### Clock network drawn from the DEF, run 1

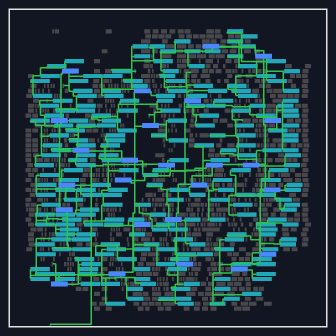
### M3 wires, run 1

Cells faint in the background.
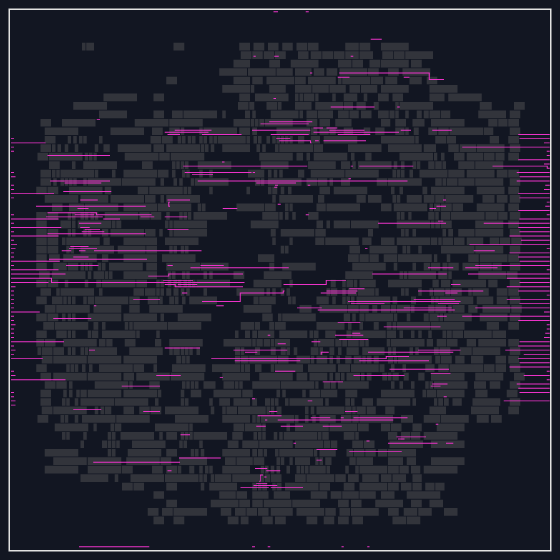
### Logic cells by family, run 1

The bar under the picture is 50 µm long.
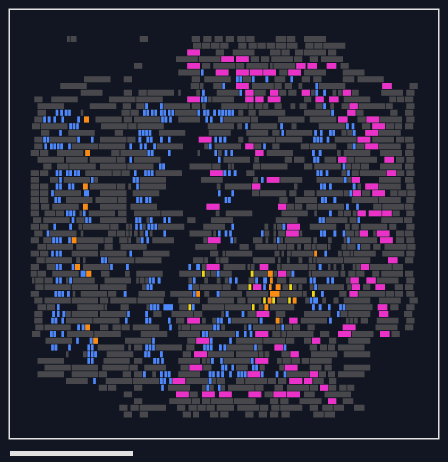
Design muldiv_sequencer, sky130hd; sources not shown.
==> flow_metrics.py, run 1 <==
# Synthesis and PnR figures
metrics = {
    "cts": {
        "holdBufCountCts": 0,
        "clock_sink_count": 233,
        "cts.path.max_buffers": 3,
        "numCtsBuffers": 25,
        "tritoncts": "yes",
    },
    "floorplan": {
        "die_w_um": 174,
        "num_tap_cells": 324,
        "io-pin-count": 235,
        "floorplanUtilization_pct": 45.8,
    },
    "placement": {
        "post-place-ws_ns": 0.530,
        "placement.io_buffers": 232,
        "gpl.final_weighted_congestion": 0.876,
        "postPlaceCellArea_um2": 14000,
    },
    "layout": {
        "clock_buffers": 40,
        "non_clock_buffer_area_share_pct": 18.9,
        "clk_share_pct": 5.22,
        "largest_class": "flip-flops and latches",
        "layout.sequential_cells": 233,
        "finish.net_count": 1351,
        "seqAreaFraction_pct": 44.7,
        "drive_gt1_share_pct": 11.4,
        "multi_input_comb_area_um2": 4170,
    },
    "synth": {
        "yosys_area_um2": 11200,
        "synth-seq-cells": 233,
        "synth_dominant_cell_count": "sky130_fd_sc_hd__nand2_1",
        "synth-warning-count": 0,
        "synth_cells": 988,
        "synthFlopType": "sky130_fd_sc_hd__edfxtp_1",
        "post_synth_instance_area_um2": 11200,
        "ys_cells": 988,
        "xor_area_share_pct": 0,
        "mux_share_pct": 11.0,
        "async_flop_share_pct": 31.3,
        "synth.yosys.seq_area_share_pct": 59.3,
    },
    "detailed_routing": {
        "drt.antenna.violating_nets": 0,
        "routed_met2_length_um": 16400,
        "drt_iter0_drc": 661,
        "top_layer_used": "met5",
        "wl_met1_um": 14300,
        "wl_met3_um": 2690,
    },
    "final_timing": {
        "final.period_utilization_pct": 97.1,
        "timing.max_slew.rel_slack_pct": 42.6,
        "pnr_worst_setup_slack_ns": 0.129,
    },
    "outcome": {
        "run_status": "finished, final reports clean",
    },
    "pwr": {
        "pwr-share-seq_pct": 31.5,
        "comb_power_share_pct": 53.3,
        "comb_cell_power_mw": 6.88,
        "netSwitchingFraction_pct": 44.8,
        "power_switching_mw": 5.79,
        "p_int_mw": 7.12,
    },
    "global_routing": {
        "grt_overflow_total": 0,
        "grt_start_max_net_pins": 65,
        "grt_pass1_wl_um": 52800,
        "gr-usage-met2_pct": 36.1,
    },
    "setup_path": {
        "crit_chain": "buf_2, nor2_1, nor2_1, and2_1, clkbuf_1, clkbuf_1, a32o_1, clkdlybuf4s50_1",
        "delay_heaviest_family_cp": "buffers and inverters",
        "crit_path_depth": 8,
        "worstSetupStartpointType": "register",
        "critical_path.slowest_cell": "sky130_fd_sc_hd__clkdlybuf4s50_1",
        "cp_max_fo": 10,
    },
    "hold_path": {
        "hold_path_class": "primary input to asynchronous set/reset pin",
    },
}
-- 'Clock network drawn from the DEF' (at the start) --
blue -> clock-net drivers  # count 25
green -> clock wires  # length 3000 µm
cyan -> flip-flops  # count 233
routed clock nets = 26
clock latency reported for the late side of the worst-skew pair: 0.52 ns
clock group share of total power: 15.2%
power attributed to the clock group: 1.96 mW

-- 'M3 wires' (at the start) --
longest straight run = 67.2 µm
share of all routed wire = 7.8%
via count: 8973
grt met3 use: 3.81%
Detailed Route WL: 34500 µm

-- 'Logic cells by family' (at the start) --
orange -> nor cells  # cells 20
magenta -> mux cells  # cells 97
yellow -> inv cells  # cells 10
blue -> nand cells  # cells 364
multi-input gate share of the layout cell area: 28.1%
final cell count without fillers: 1593
most frequent logic cell in the layout: sky130_fd_sc_hd__nand2_1

### Congestion heat map, run 1

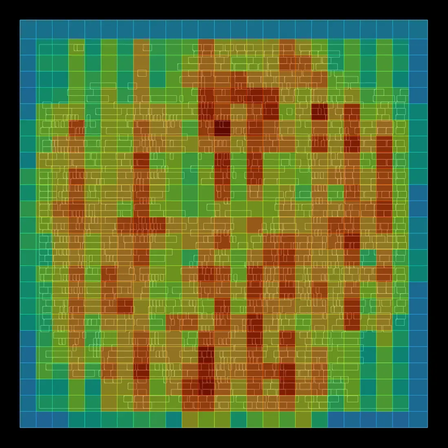

==> run 2: changes to the inputs <==
- GPL_TIMING_DRIVEN: 0 -> 1
- HOLD_SLACK_MARGIN: 0.06 -> 0.02
### Congestion heat map, run 2

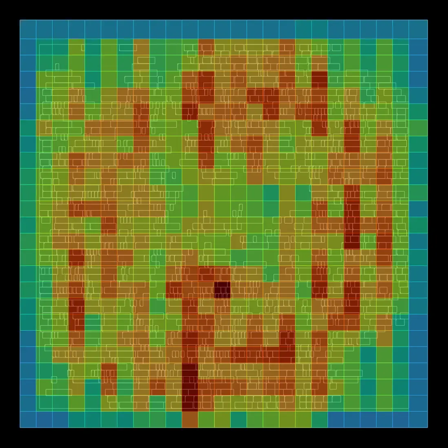
highest-utilization routing layer at the global route stage: met2
met2 Use GR: 35.3%
met1 track utilization from global routing: 30.4%
grt met3 use: 4.23%
GR Util All Layers: 22.1%

### M3 wires, run 2

Cells faint in the background.
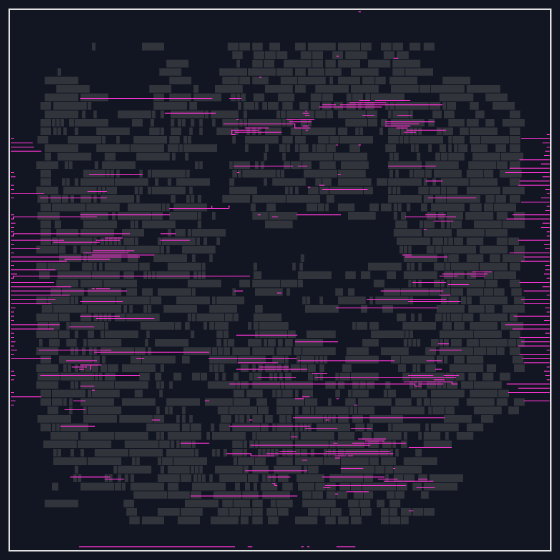
share of all routed wire = 7.6%
longest straight run = 75.9 µm
nets with wire on the layer = 221
main direction = horizontal
Detailed Route WL: 34500 µm
via count: 8784

==> flow_metrics.py, run 2 <==
# Synthesis and PnR figures
metrics = {
    "pwr": {
        "comb_power_share_pct": 54.2,
        "pwr-share-clk_pct": 15.0,
        "comb_cell_power_mw": 7.24,
        "power_switching_mw": 5.91,
        "powerClk_mw": 2.01,
        "pwr-share-seq_pct": 30.8,
        "pg_seq_mw": 4.12,
        "netSwitchingFraction_pct": 44.2,
    },
    "setup_path": {
        "crit_chain": "inv_2, and2_2, a32o_1, buf_12",
        "delay_heaviest_family_cp": "simple AND/OR/NAND/NOR gates",
        "cp_max_fo": 36,
        "critical_path.slowest_cell": "sky130_fd_sc_hd__and2_2",
        "cp_data_arrival_time_ns": 2.97,
        "crit_path_depth": 4,
        "worstSetupStartpointType": "register",
    },
    "synth": {
        "mux_share_pct": 11.0,
        "ys_cells": 988,
        "xor_area_share_pct": 0,
        "synth-warning-count": 0,
        "synth_dominant_cell_count": "sky130_fd_sc_hd__nand2_1",
        "async_flop_share_pct": 31.3,
        "synth.yosys.seq_area_share_pct": 59.3,
        "synth-seq-cells": 233,
        "yosys_area_um2": 11200,
        "synth_cells": 988,
    },
    "cts": {
        "cts.path.max_buffers": 3,
        "tritoncts": "yes",
        "cts_htree_levels": 1,
        "clock_sink_count": 233,
        "insertion_delay_ns": 0.52,
        "cts_setup_buffers": 0,
        "holdBufCountCts": 0,
        "numCtsBuffers": 25,
    },
    "final_timing": {
        "timing.max_slew.rel_slack_pct": 33.1,
        "final.period_utilization_pct": 89.3,
        "report.final.setup_viol": 0,
        "pnr_worst_setup_slack_ns": 0.480,
        "rsz0062_at_grt": "no",
    },
    "layout": {
        "non_clock_buffer_area_share_pct": 19.9,
        "lay_top_count": "sky130_fd_sc_hd__nand2_1",
        "clock_buffers": 30,
        "seqAreaFraction_pct": 44.0,
        "multi_input_comb_area_um2": 4200,
        "stdcell_area_um2": 15100,
        "clk_share_pct": 5.27,
        "layoutNonFillerInstCount": 1536,
        "layout.sequential_cells": 233,
        "drive_gt1_share_pct": 17.4,
        "finish.net_count": 1295,
        "largest_class": "flip-flops and latches",
        "comb_area_share_pct": 27.9,
    },
    "floorplan": {
        "num_tap_cells": 324,
        "row_count": 57,
        "floorplanUtilization_pct": 45.8,
        "die_w_um": 174,
        "io-pin-count": 235,
    },
    "detailed_routing": {
        "wl_met1_um": 14800,
        "drt_iter0_drc": 957,
        "wl_met3_um": 2630,
        "routed_met2_length_um": 16300,
        "drt.antenna.violating_nets": 0,
    },
    "global_routing": {
        "grt_pass1_wl_um": 53300,
        "grt_overflow_total": 0,
        "grt_start_max_net_pins": 74,
    },
    "hold_path": {
        "hold_path_class": "register to register",
        "min_path_cells": 2,
    },
    "placement": {
        "placement.io_buffers": 232,
        "postPlaceCellArea_um2": 14300,
        "gpl.final_weighted_congestion": 0.835,
        "post-place-ws_ns": 0.716,
    },
    "outcome": {
        "run_status": "finished, final reports clean",
    },
}
Power figures rest on the tool's default switching activity, not on a simulated workload.
